**Clock nets**

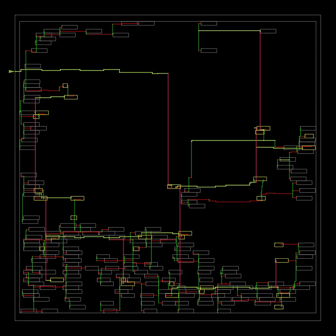
**A small window of the routed layout**

Window x 145 to 175, y 38 to 68 µm. Cells in grey, sequential cells in the stronger grey; small squares are vias.
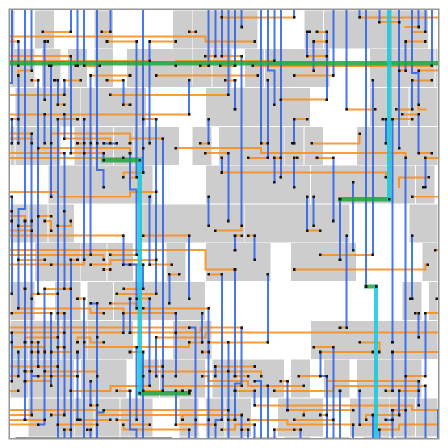
**Where the registers sit**

Bar = 50 µm. Other sequential cells in the stronger grey, the rest of the logic in the fainter grey.
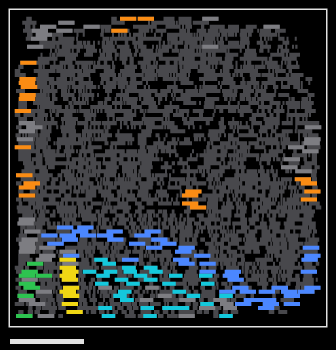
**Clock wires, drivers and flops**

Bar = 50 µm.
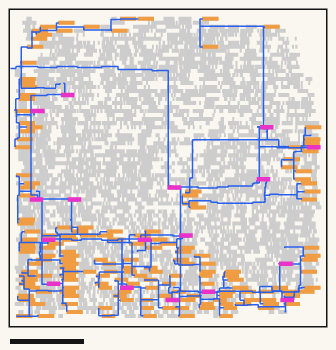
**Cells by drive strength**

Bar = 50 µm.
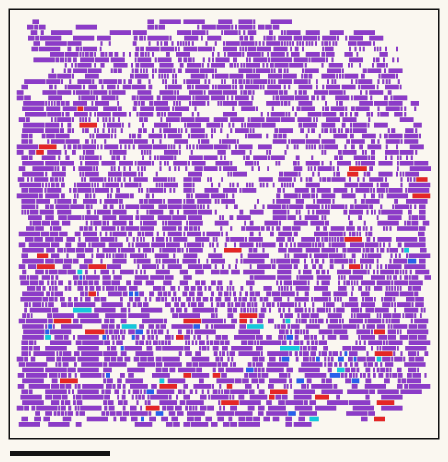
File: src/rtl/fmul_if.sv
// Operand/result handshake bundle for the pipelined floating-point multiplier.
interface fmul_if #(
    parameter int EXP_W = 8,
    parameter int MAN_W = 23
);
    localparam int W = 1 + EXP_W + MAN_W;

    logic         in_valid;
    logic         in_ready;
    logic [W-1:0] a;
    logic [W-1:0] b;
    logic         out_valid;
    logic         out_ready;
    logic [W-1:0] y;
    logic [3:0]   flags;

    modport master (
        output in_valid, a, b, out_ready,
        input  in_ready, out_valid, y, flags
    );

    modport slave (
        input  in_valid, a, b, out_ready,
        output in_ready, out_valid, y, flags
    );
endinterface

File: src/rtl/fmul_pipe.sv
// Three-stage RNE floating-point multiplier (flush-to-zero) with valid/ready backpressure.
// Define FMUL_STICKY_EN to add the accumulated-flag register and its clear input.
module fmul_pipe #(
    parameter int EXP_W = 8,
    parameter int MAN_W = 23
) (
    input  logic       clk,
    input  logic       rst_n,
    fmul_if.slave      bus
`ifdef FMUL_STICKY_EN
    ,
    output logic [3:0] sticky,
    input  logic       sticky_clr
`endif
);
    localparam int W   = 1 + EXP_W + MAN_W;
    localparam int EW2 = EXP_W + 2;
    localparam int PW  = 2 * (MAN_W + 1);
    localparam logic signed [EW2-1:0] BIAS  = EW2'(2 ** (EXP_W - 1) - 1);
    localparam logic signed [EW2-1:0] EMAX  = EW2'(2 ** EXP_W - 1);
    localparam logic signed [EW2-1:0] EZERO = '0;
    localparam logic [W-1:0] QNAN = {1'b0, {EXP_W{1'b1}}, 1'b1, {(MAN_W-1){1'b0}}};

    // Returns {carry, fraction}; carry means the significand rolled over to 2.0.
    function automatic logic [MAN_W:0] rne_round(input logic [MAN_W-1:0] frac,
                                                 input logic g, input logic r, input logic s);
        logic inc;
        inc = g & (r | s | frac[0]);
        return {1'b0, frac} + (MAN_W+1)'(inc);
    endfunction

    logic stall;
    logic adv;
    logic vld_p0, vld_p1, vld_p2;

    assign stall         = vld_p2 && !bus.out_ready;
    assign adv           = !stall;
    assign bus.in_ready  = adv;
    assign bus.out_valid = vld_p2;

    // ---- S1: operand capture, unpack, classify ----
    logic             sign_a_p0, sign_b_p0;
    logic [EXP_W-1:0] exp_a_p0, exp_b_p0;
    logic [MAN_W-1:0] frac_a_p0, frac_b_p0;
    logic             nan_a_p0, nan_b_p0, inf_a_p0, inf_b_p0, zero_a_p0, zero_b_p0;

    always_ff @(posedge clk) begin
        if (adv) begin
            sign_a_p0 <= bus.a[W-1];
            sign_b_p0 <= bus.b[W-1];
            exp_a_p0  <= bus.a[W-2 -: EXP_W];
            exp_b_p0  <= bus.b[W-2 -: EXP_W];
            frac_a_p0 <= bus.a[MAN_W-1:0];
            frac_b_p0 <= bus.b[MAN_W-1:0];
            nan_a_p0  <= (&bus.a[W-2 -: EXP_W]) && (|bus.a[MAN_W-1:0]);
            nan_b_p0  <= (&bus.b[W-2 -: EXP_W]) && (|bus.b[MAN_W-1:0]);
            inf_a_p0  <= (&bus.a[W-2 -: EXP_W]) && !(|bus.a[MAN_W-1:0]);
            inf_b_p0  <= (&bus.b[W-2 -: EXP_W]) && !(|bus.b[MAN_W-1:0]);
            // Denormals count as zero.
            zero_a_p0 <= !(|bus.a[W-2 -: EXP_W]);
            zero_b_p0 <= !(|bus.b[W-2 -: EXP_W]);
        end
    end

    // ---- S2: sign, exponent sum, significand product ----
    logic                  sign_p1;
    logic signed [EW2-1:0] exp_p1;
    logic [PW-1:0]         prod_p1;
    logic                  nan_p1, inf_p1, zero_p1;

    always_ff @(posedge clk) begin
        if (adv) begin
            sign_p1 <= sign_a_p0 ^ sign_b_p0;
            exp_p1  <= $signed({2'b00, exp_a_p0}) + $signed({2'b00, exp_b_p0}) - BIAS;
            prod_p1 <= PW'({1'b1, frac_a_p0}) * PW'({1'b1, frac_b_p0});
            nan_p1  <= nan_a_p0 | nan_b_p0 | (inf_a_p0 & zero_b_p0) | (zero_a_p0 & inf_b_p0);
            inf_p1  <= inf_a_p0 | inf_b_p0;
            zero_p1 <= zero_a_p0 | zero_b_p0;
        end
    end

    // ---- S3: normalise, round, pack, flags ----
    logic [PW-2:0]         norm;
    logic [MAN_W:0]        rnd;
    logic signed [EW2-1:0] exp_r;
    logic                  inexact;
    logic [W-1:0]          y_nxt;
    logic [3:0]            flags_nxt;
    logic [W-1:0]          y_p2;
    logic [3:0]            flags_p2;

    always_comb begin
        norm      = prod_p1[PW-1] ? prod_p1[PW-2:0] : {prod_p1[PW-3:0], 1'b0};
        rnd       = rne_round(norm[PW-2 -: MAN_W], norm[MAN_W], norm[MAN_W-1], |norm[MAN_W-2:0]);
        exp_r     = exp_p1 + EW2'(prod_p1[PW-1]) + EW2'(rnd[MAN_W]);
        inexact   = norm[MAN_W] | norm[MAN_W-1] | (|norm[MAN_W-2:0]);
        y_nxt     = {sign_p1, exp_r[EXP_W-1:0], rnd[MAN_W-1:0]};
        flags_nxt = {3'b000, inexact};
        if (nan_p1) begin
            y_nxt     = QNAN;
            flags_nxt = 4'b1000;
        end else if (inf_p1) begin
            y_nxt     = {sign_p1, {EXP_W{1'b1}}, {MAN_W{1'b0}}};
            flags_nxt = 4'b0000;
        end else if (zero_p1) begin
            y_nxt     = {sign_p1, {(W-1){1'b0}}};
            flags_nxt = 4'b0000;
        end else if (exp_r >= EMAX) begin
            y_nxt     = {sign_p1, {EXP_W{1'b1}}, {MAN_W{1'b0}}};
            flags_nxt = 4'b0101;
        end else if (exp_r <= EZERO) begin
            y_nxt     = {sign_p1, {(W-1){1'b0}}};
            flags_nxt = 4'b0011;
        end
    end

    always_ff @(posedge clk or negedge rst_n) begin
        if (!rst_n) begin
            vld_p0   <= 1'b0;
            vld_p1   <= 1'b0;
            vld_p2   <= 1'b0;
            y_p2     <= '0;
            flags_p2 <= '0;
        end else if (adv) begin
            vld_p0 <= bus.in_valid;
            vld_p1 <= vld_p0;
            vld_p2 <= vld_p1;
            if (vld_p1) begin
                y_p2     <= y_nxt;
                flags_p2 <= flags_nxt;
            end
        end
    end

    assign bus.y     = y_p2;
    assign bus.flags = flags_p2;

`ifdef FMUL_STICKY_EN
    // A transfer in the clear cycle still records its own flags.
    always_ff @(posedge clk or negedge rst_n) begin
        if (!rst_n) begin
            sticky <= 4'b0000;
        end else if (vld_p2 && bus.out_ready) begin
            sticky <= (sticky_clr ? 4'b0000 : sticky) | flags_p2;
        end else if (sticky_clr) begin
            sticky <= 4'b0000;
        end
    end
`endif
endmodule

File: src/flat_wrapper.sv
// flat-port wrapper written by rule: the top's interface ports become plain ports
module fmul_pipe_flat 
#(
    parameter int EXP_W = 8,
    parameter int MAN_W = 23
)
  (clk, rst_n, bus_in_valid, bus_a, bus_b, bus_out_ready, bus_in_ready, bus_out_valid, bus_y, bus_flags);
  fmul_if #(.EXP_W(EXP_W), .MAN_W(MAN_W)) bus_i ();
  input  logic clk;
  input  logic rst_n;
  input wire logic [$bits(bus_i.in_valid)-1:0] bus_in_valid;
  input wire logic [$bits(bus_i.a)-1:0] bus_a;
  input wire logic [$bits(bus_i.b)-1:0] bus_b;
  input wire logic [$bits(bus_i.out_ready)-1:0] bus_out_ready;
  output wire logic [$bits(bus_i.in_ready)-1:0] bus_in_ready;
  output wire logic [$bits(bus_i.out_valid)-1:0] bus_out_valid;
  output wire logic [$bits(bus_i.y)-1:0] bus_y;
  output wire logic [$bits(bus_i.flags)-1:0] bus_flags;
  assign bus_i.in_valid = bus_in_valid;
  assign bus_i.a = bus_a;
  assign bus_i.b = bus_b;
  assign bus_i.out_ready = bus_out_ready;
  assign bus_in_ready = bus_i.in_ready;
  assign bus_out_valid = bus_i.out_valid;
  assign bus_y = bus_i.y;
  assign bus_flags = bus_i.flags;
  fmul_pipe #(.EXP_W(EXP_W), .MAN_W(MAN_W)) u_core (.clk(clk), .rst_n(rst_n), .bus(bus_i));
endmodule
File: config.mk
export PLATFORM = sky130hd
export DESIGN_NAME = fmul_pipe_flat
export DESIGN_NICKNAME = d
export VERILOG_FILES = /design/src/rtl/fmul_if.sv /design/src/rtl/fmul_pipe.sv /design/src/flat_wrapper.sv
export SDC_FILE = /design/constraint.sdc
export NUM_CORES = 2
export LEC_CHECK = 0
export CORE_MARGIN = 3
export CORE_UTILIZATION = 60
export CTS_BUF_LIST = sky130_fd_sc_hd__clkbuf_16
export DETAILED_ROUTE_END_ITERATION = 8
export GPL_TIMING_DRIVEN = 0
export HOLD_SLACK_MARGIN = 0.1
export PLACE_DENSITY_LB_ADDON = 0.25
export SLEW_MARGIN = 20
export SYNTH_ARGS = -nofsm -noshare
export SYNTH_HDL_FRONTEND = slang
export SYNTH_SLANG_ARGS = --single-unit
export TNS_END_PERCENT = 100
File: constraint.sdc
create_clock -name clk -period 14.25 [get_ports clk]
set_input_delay 2.85 -clock clk [delete_from_list [all_inputs] [get_ports clk]]
set_output_delay 2.85 -clock clk [all_outputs]
set_load 0.005 [all_outputs]
==> impl_metrics.py <==
# Generated from Yosys and OpenROAD reports
metrics = {
    "placed_design": {
        "place_area_mm2": 0.0278,
        "hpwl_um": 62400,
        "dp.cells": 3325,
    },
    "global_routing": {
        "grt_pass1_vias": 20800,
        "grt_max_degree": 56,
        "grt_usage_pct": 34.2,
    },
    "cells_and_area": {
        "lay_top_count": "inv_1",
        "signal_buffers": 222,
        "nNetsFinal": 3504,
        "final_cell_mix": "578 x inv_1, 484 x fa_1, 324 x nand2_1",
        "fin_area_mm2": 0.0284,
        "finalNonFillerCells": 3365,
        "layout-drive-gt1-share_pct": 2.63,
        "sh_seq_area_pct": 17.4,
    },
    "synthesis": {
        "ys_sh_mux_pct": 0.719,
        "yosys_warnings": 0,
        "ys_ff": 171,
    },
    "status": {
        "outcome": "finished clean",
    },
    "setup_path": {
        "crit_end": "u_core.prod_p1[37]",
        "critical_path_arrival_ns": 8.85,
        "cpMostUsedCell": "fa_1",
        "critPathLaunchType": "flip-flop",
        "r2r_cells": 26,
    },
    "floorplan": {
        "dieArea_mm2": 0.0458,
        "nWellTaps": 577,
    },
    "routing": {
        "drt-total-wl_um": 75800,
    },
    "hold_path": {
        "hold_path.class": "flip-flop to flip-flop",
        "hp-start": "u_core.bus.y[31]",
    },
    "timing": {
        "fmax_ghz": 0.116,
        "hold_viol": 0,
    },
    "clocking": {
        "post-cts-setup-buffer-count": 0,
        "ctsHoldBuffers": 0,
    },
    "run": {
        "warning_count": 27,
    },
}
About 'clock nets':
CTS Sinks: 171
CLK BUF: 17
Clock Skew: 0.0271 ns

About 'a small window of the routed layout':
Key: orange = M1; green = M3; cyan = M4; blue = M2
Most frequent: inv_1 (20), ha_1 (12), fa_1 (9). 79 logic cells have their middle in the window. Sequential cells in the window: 0.

About 'where the registers sit':
Key: cyan = u_core.bus.y [flops 32]; green = u_core.exp_a_p0 [flops 8, where lower left]; yellow = u_core.exp_p1 [flops 10, where lower left]; blue = u_core.prod_p1 [flops 48, where a band across the bottom]; orange = u_core.frac_b_p0 [flops 23]
Another 50 sequential cells are not coloured.

About 'clock wires, drivers and flops':
Key: orange = flip-flops [count 171]; magenta = clock-net drivers [count 17]; blue = clock wires [length 2730 µm]
There are 18 routed clock nets.
clk ins delay skew pair: 0.50 ns

About 'cells by drive strength':
Key: cyan = x3 and x4 [cells 12, share 0.43%]; red = x6 and larger [cells 35, share 1.3%]; blue = x2 [cells 26, share 0.94%]; purple = x1 and smaller [cells 2707, share 97%]

flip-flops by register name, indices dropped and copies added (netlist names), 4 cells and up:
name              cells
u_core.exp_p1        10
u_core.bus.y         32
u_core.bus.flags      4
u_core.frac_b_p0     23
u_core.exp_b_p0       8
u_core.exp_a_p0       8
u_core.prod_p1       48
u_core.frac_a_p0     23
per-layer routing:
metal	global-route usage, %	routed length, µm
met3	10.2	7780
met2	55.3	36000
met5	0	78
met4	17.4	4350
met1	42.2	27700
